Figure 1. Gate families picked out.
Drawn at 1.5 px/micron.
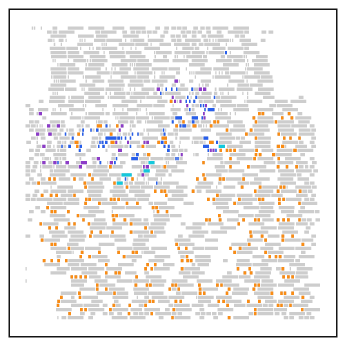
Figure 2. The clock network.
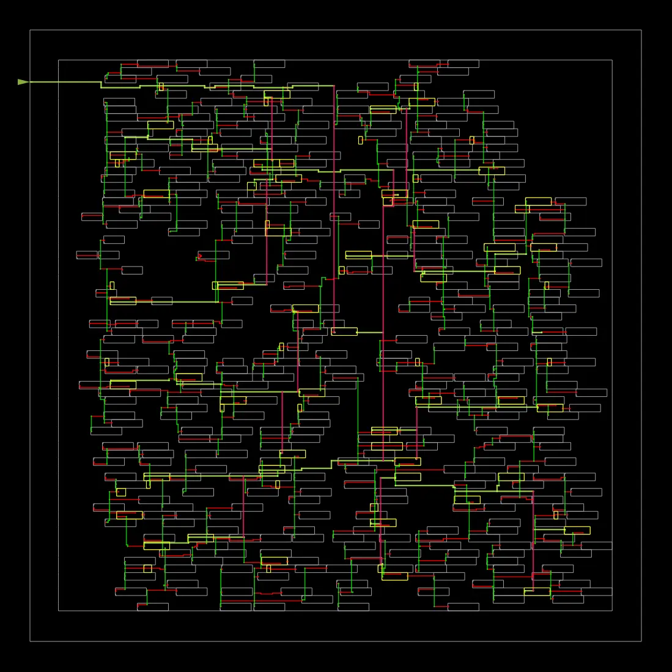
Figure 3. Signal wires by layer.
Drawn at 1 px/micron. Only two layers are drawn.
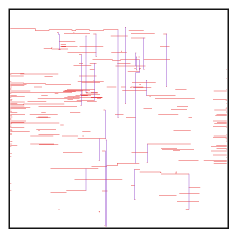
`config.mk`:
```
export PLATFORM = sky130hd
export DESIGN_NAME = instr_fetch_unit
export DESIGN_NICKNAME = d
export VERILOG_FILES = /design/src/rtl/instr_fetch_unit.sv
export SDC_FILE = /design/constraint.sdc
export NUM_CORES = 1
export LEC_CHECK = 0
export CAP_MARGIN = 10
export CORE_MARGIN = 10
export CORE_UTILIZATION = 47
export CTS_CLUSTER_SIZE = 12
export DETAILED_ROUTE_END_ITERATION = 6
export PLACE_DENSITY = 0.65
export SYNTH_ARGS = -nofsm -noshare
export SYNTH_HDL_FRONTEND = slang
export SYNTH_SLANG_ARGS = --single-unit
```
`constraint.sdc`:
```
create_clock -name clk_i -period 6.8 [get_ports clk_i]
set_input_delay 1.02 -clock clk_i [delete_from_list [all_inputs] [get_ports clk_i]]
set_output_delay 1.02 -clock clk_i [all_outputs]
set_load 0.005 [all_outputs]
```
`src/rtl/instr_fetch_unit.sv`:
```
// instr_fetch_unit: registered-PC instruction fetch stage with a prefetch queue.
//   Issues one-at-a-time requests to instruction memory, buffers returned words
//   together with their PC in a DEPTH-entry queue, and presents the queue head
//   to decode through a valid/ready handshake. A redirect flushes the queue and
//   restarts fetch at the new (word-aligned) PC.
// Parameters: DEPTH (queue entries, power of two, >= 2), RESET_PC.
// Ports:
//   clk_i, rst_i                  clock, synchronous active-high reset
//   imem_req_o, imem_addr_o       fetch request pulse and word address
//   imem_rvalid_i, imem_rdata_i   fetch response
//   redirect_i, redirect_pc_i     flush and restart at a new PC
//   instr_valid_o, instr_ready_i  head handshake toward decode
//   instr_o, pc_o, pc_plus4_o     head instruction, its PC and PC+4
// Optional: define IFU_PERF_CNT_EN to add stall_cnt_o / flush_cnt_o, saturating
//   counters of starved-consumer cycles and redirect cycles.
module instr_fetch_unit #(
  parameter int unsigned DEPTH    = 4,
  parameter logic [31:0] RESET_PC = 32'h0000_0000
) (
  input  logic        clk_i,
  input  logic        rst_i,
  output logic        imem_req_o,
  output logic [31:0] imem_addr_o,
  input  logic        imem_rvalid_i,
  input  logic [31:0] imem_rdata_i,
  input  logic        redirect_i,
  input  logic [31:0] redirect_pc_i,
  output logic        instr_valid_o,
  input  logic        instr_ready_i,
  output logic [31:0] instr_o,
  output logic [31:0] pc_o,
  output logic [31:0] pc_plus4_o
`ifdef IFU_PERF_CNT_EN
  ,
  output logic [31:0] stall_cnt_o,
  output logic [31:0] flush_cnt_o
`endif
);

  localparam int unsigned AW = $clog2(DEPTH);
  localparam int unsigned CW = $clog2(DEPTH + 1);

  typedef enum logic [1:0] {
    S_FETCH   = 2'd0,
    S_WAIT    = 2'd1,
    S_DISCARD = 2'd2
  } state_e;

  // pc_plus4 is stored rather than derived so the whole head reads 0 out of reset
  typedef struct packed {
    logic [31:0] pc;
    logic [31:0] pc_plus4;
    logic [31:0] instr;
  } entry_t;

  state_e        state_q, state_d;
  logic [31:0]   fetch_pc_q, fetch_pc_d;
  logic [CW-1:0] count_q, count_d;
  logic [AW-1:0] rd_ptr_q, rd_ptr_d;
  logic [AW-1:0] wr_ptr_q, wr_ptr_d;
  entry_t        queue_q [DEPTH];

  logic          req_c;
  logic          push_c;
  logic          pop_c;

  // Control state, fetch PC, occupancy and pointers
  always_ff @(posedge clk_i) begin
    if (rst_i) begin
      state_q    <= S_FETCH;
      fetch_pc_q <= RESET_PC;
      count_q    <= '0;
      rd_ptr_q   <= '0;
      wr_ptr_q   <= '0;
    end else begin
      state_q    <= state_d;
      fetch_pc_q <= fetch_pc_d;
      count_q    <= count_d;
      rd_ptr_q   <= rd_ptr_d;
      wr_ptr_q   <= wr_ptr_d;
    end
  end

  // Next-state, request issue and queue bookkeeping
  always_comb begin
    state_d    = state_q;
    fetch_pc_d = fetch_pc_q;
    count_d    = count_q;
    rd_ptr_d   = rd_ptr_q;
    wr_ptr_d   = wr_ptr_q;
    req_c      = 1'b0;
    push_c     = 1'b0;
    pop_c      = (count_q != '0) && instr_ready_i;

    if (redirect_i) begin
      // Flush wins over push/pop; an in-flight response becomes stale
      count_d    = '0;
      rd_ptr_d   = '0;
      wr_ptr_d   = '0;
      fetch_pc_d = redirect_pc_i & 32'hFFFF_FFFC;
      unique case (state_q)
        S_WAIT:    state_d = imem_rvalid_i ? S_FETCH : S_DISCARD;
        S_DISCARD: state_d = imem_rvalid_i ? S_FETCH : S_DISCARD;
        default:   state_d = S_FETCH;
      endcase
    end else begin
      unique case (state_q)
        S_FETCH: begin
          // Space is reserved at issue, so a response always has a slot
          if (count_q < CW'(DEPTH)) begin
            req_c   = 1'b1;
            state_d = S_WAIT;
          end
        end
        S_WAIT: begin
          if (imem_rvalid_i) begin
            push_c     = 1'b1;
            fetch_pc_d = fetch_pc_q + 32'd4;
            state_d    = S_FETCH;
          end
        end
        S_DISCARD: begin
          if (imem_rvalid_i) state_d = S_FETCH;
        end
        default: state_d = S_FETCH;
      endcase
      if (pop_c)  rd_ptr_d = rd_ptr_q + AW'(1);
      if (push_c) wr_ptr_d = wr_ptr_q + AW'(1);
      count_d = count_q + CW'(push_c) - CW'(pop_c);
    end
  end

  // Queue storage
  always_ff @(posedge clk_i) begin
    if (rst_i) begin
      for (int i = 0; i < int'(DEPTH); i++) queue_q[i] <= '0;
    end else if (push_c) begin
      queue_q[wr_ptr_q] <= '{pc: fetch_pc_q, pc_plus4: fetch_pc_q + 32'd4, instr: imem_rdata_i};
    end
  end

  // Request is held low while reset is asserted
  assign imem_req_o    = req_c && !rst_i;
  assign imem_addr_o   = fetch_pc_q;

  assign instr_valid_o = (count_q != '0);
  assign instr_o       = queue_q[rd_ptr_q].instr;
  assign pc_o          = queue_q[rd_ptr_q].pc;
  assign pc_plus4_o    = queue_q[rd_ptr_q].pc_plus4;

`ifdef IFU_PERF_CNT_EN
  logic [31:0] stall_cnt_q;
  logic [31:0] flush_cnt_q;

  // Saturating counters of starved-consumer cycles and redirect cycles
  always_ff @(posedge clk_i) begin
    if (rst_i) begin
      stall_cnt_q <= '0;
      flush_cnt_q <= '0;
    end else begin
      if (!instr_valid_o && instr_ready_i && (stall_cnt_q != 32'hFFFF_FFFF))
        stall_cnt_q <= stall_cnt_q + 32'd1;
      if (redirect_i && (flush_cnt_q != 32'hFFFF_FFFF))
        flush_cnt_q <= flush_cnt_q + 32'd1;
    end
  end

  assign stall_cnt_o = stall_cnt_q;
  assign flush_cnt_o = flush_cnt_q;
`endif

endmodule
```
==> flow_summary_export.csv <==
group,metric,value,unit
sta,period_minus_slack,4.40,ns
die,die_w,217,microns
power,swShare,21.7,%
sta,rsz0062_at_grt,"false",
power,clkPwrFrac,40.9,%
detailed_routing,drt_pre_antenna_iters,5,
sta,clock_skew,0.0129,ns
logic_synthesis,numSynthFlops,409,
setup_path,critical_path.max_fanout,36,
sta,hold_slack,0.511,ns
setup_path,path_buffers,3,
power,p_per_area,251,nW/um^2
setup_path,setup.worst_path.end_class,"output port",
cts,post_cts_buffers,0,
logic_synthesis,area_leaders,"edfxtp_1 60%, mux4_2 11%, and2_1 6.5%",
sta,maxClockFrequency,227,MHz
cells_and_area,fin_util,56.9,%
die,die_h,217,microns
logic_synthesis,yosys.area.top_type,"edfxtp_1",
cells_and_area,syn2layout_area_growth,19.8,%
cells_and_area,fin_area,21900,sq um
sta,hold_viol,0,
logic_synthesis,enable_flop_cells,368,
detailed_routing,drc,0,
place,gp_congestion,0.826,
power,intPower,4320,uW
die,io_pins,199,
logic_synthesis,synth_top_area_share,60.3,%
logic_synthesis,syn_area,18300,sq um
global_routing,grt_pass1_wl,71400,microns
logic_synthesis,yosys.area_share.aoi,1.43,%
detailed_routing,vias_per_cell,5.57,
global_routing,antenna_found_initial,0,
sta,finalWorstSetupSlack,2.40,ns
global_routing,grt_max_degree,75,
logic_synthesis,synthAdderAreaFrac,0.383,%
sta,fin_setup_tns,0,ns
place,dp_slack,2.10,ns
logic_synthesis,netlist_top_cells_count,"368 x edfxtp_1, 189 x and2_1, 161 x nor2_1",
setup_path,crit_path_frequent_cell,"clkdlybuf4s50_1",
run_status,status,"completed",
place,hpwl,27100,microns
global_routing,grt_pass1_vias,11535,
sta,finalMaxSlewViolations,0,
logic_synthesis,ff_type,"edfxtp_1",
logic_synthesis,ys_seq_share,64.8,%
place,dp.cells,1883,
logic_synthesis,synth.logic.top_family,"simple AND/OR/NAND/NOR gates",
power,vdd_ir_drop_max,0.000154,V
cts,cts_tree,"built",
logic_synthesis,synth_cells,1267,
power,power,5510,uW
die,initial_core_util,47.5,%
cts,cts_buffers,44,
cells_and_area,fill_cells,3166,
logic_synthesis,yosys.area_share.simple,15.9,%
power,p_seq_share,52.5,%
logic_synthesis,yosys_cells,1267,
cells_and_area,comb_area,5950,sq um
logic_synthesis,synth_async_sr_flop_share,0,%
place,dpl-instance-area,20600,sq um
sta,maxSlewHeadroom,22.2,%
setup_path,crit_slowest_cell,"clkdlybuf4s50_1",
cts,cts.htree.levels,2,
cts,path_clk_slew,0.05,ns
cells_and_area,fin_nets,1485,
cells_and_area,drive_gt1_share,13.9,%
global_routing,gr-total-overflow,0,
logic_synthesis,synth_cell_types,53,
place,port_buffers,190,
cts,cts-hold-fix-buffers,0,
logic_synthesis,syn_avg_cell_area,14.5,sq um
logic_synthesis,synth_top_cell_by_count,"edfxtp_1",
power,p_sw,1190,uW
power,leakagePower,0.00769,uW
sta,setup_violations,0,
cts,clock_path_buffers,3,
setup_path,cp.arrival,3.38,ns
job,drv_cap,0,
cells_and_area,flop_area,11900,sq um
sta,post-route-period-util,64.7,%
die,rows,72,
setup_path,slowest_delay,0.62,ns
setup_path,setup.worst_path.class,"input port to output port",
detailed_routing,drtIter0Drc,797,
hold_path,hold_path.class,"flop to flop",
setup_path,start_kind,"input port",
cts,cts-root-buf,"clkbuf_16",
cts,cts_resized,0,
logic_synthesis,yosys_area,18300,sq um
logic_synthesis,ys_sh_mux,11.4,%
logic_synthesis,xor_share,2.87,%
cells_and_area,layout_top_cells,"368 x edfxtp_1, 190 x clkdlybuf4s50_1, 188 x and2_1",
setup_path,worstPathRequired,5.78,ns
job,warning_count,29,
setup_path,cp_cell_sequence,"clkdlybuf4s50_1 -> buf_4 -> or2_2 -> nor3b_1 -> clkdlybuf4s50_1",
power,combPwrFrac,6.6,%
Notes on Figure 1 above:
Key: purple = aoi and oai cells [cells 37]; orange = and/or cells [cells 271]; cyan = fa/ha/maj cells [cells 5, where center]; blue = nand cells [cells 69, where center]
Cell Count, Final, Fillers Out: 1961
most frequent logic cell in the layout: edfxtp_1
combinational fraction of the cell area: 27.1%

Notes on Figure 2 above:
insertion delay to the later sink of the worst-skew pair: 0.54 ns
Sink Count: 409
Flop Count: 409
clock buffer count: 61

Notes on Figure 3 above:
Key: purple = metal 4 [wire length 899 microns]; red = metal 3 [wire length 2750 microns]
total track usage: 19.6%
total wire length: 46500 microns
Via Count: 10922
WL/cell: 23.7 microns

## registers in the layout, indices dropped and copies added (netlist names), named ones only
name	cells
wr_ptr_q	2
imem_addr_o	30
rd_ptr_q	2
queue_q	368
state_q	2
count_q	3
## final timing paths
| kind | from | slack [ns] | cells past startpoint | end |
|---|---|---|---|---|
| max | rst_i | 2.40 | 5 | imem_req_o |
| min reg2reg | state_q[1]$_SDFFE_PP0P_ | 0.51 | 2 | state_q[1]$_SDFFE_PP0P_ |
| min | state_q[1]$_SDFFE_PP0P_ | 0.51 | 2 | state_q[1]$_SDFFE_PP0P_ |
| max reg2reg | state_q[1]$_SDFFE_PP0P_ | 3.24 | 8 | queue_q[0][91]$_SDFFCE_PN0P_ |
## cells by family after synthesis
logic type / after synthesis
AOI/OAI and AO/OA: 39
xor gates and xnor gates: 60
adders and majority gates: 5
buffers and inverters: 123
DFF: 409
muxes: 94
other: 1
and+or+nand+nor: 536
## power by group through the flow
stage | combinational [uW] | clock, uW | sequential (uW)
after floorplan | 191 | 0 | 2910
after global placement | 369 | 0 | 2940
after detailed placement | 369 | 0 | 2940
after CTS | 372 | 2290 | 2890
after global routing | 391 | 2400 | 2900
final | 365 | 2260 | 2890
## area by class of cell
type,count,area share (%)
inverter,6,0.103
timing repair buffer,210,9.53
sequential,409,54.2
tap,518,2.95
clock buffer,61,5.50
clock inverter,17,0.650
multi-input combinational,740,27.1
## layer usage
| metal | track usage, % | vias up | wire length, microns |
|---|---|---|---|
| li1 | - | 4923 | - |
| met1 | 25.9 | 5594 | 19800 |
| met2 | 32.9 | 353 | 23100 |
| met3 | 3.59 | 52 | 2750 |
| met4 | 5.06 | 0 | 898 |
| met5 | 0 | - | 0 |
Power and IR drop assume default switching activity.
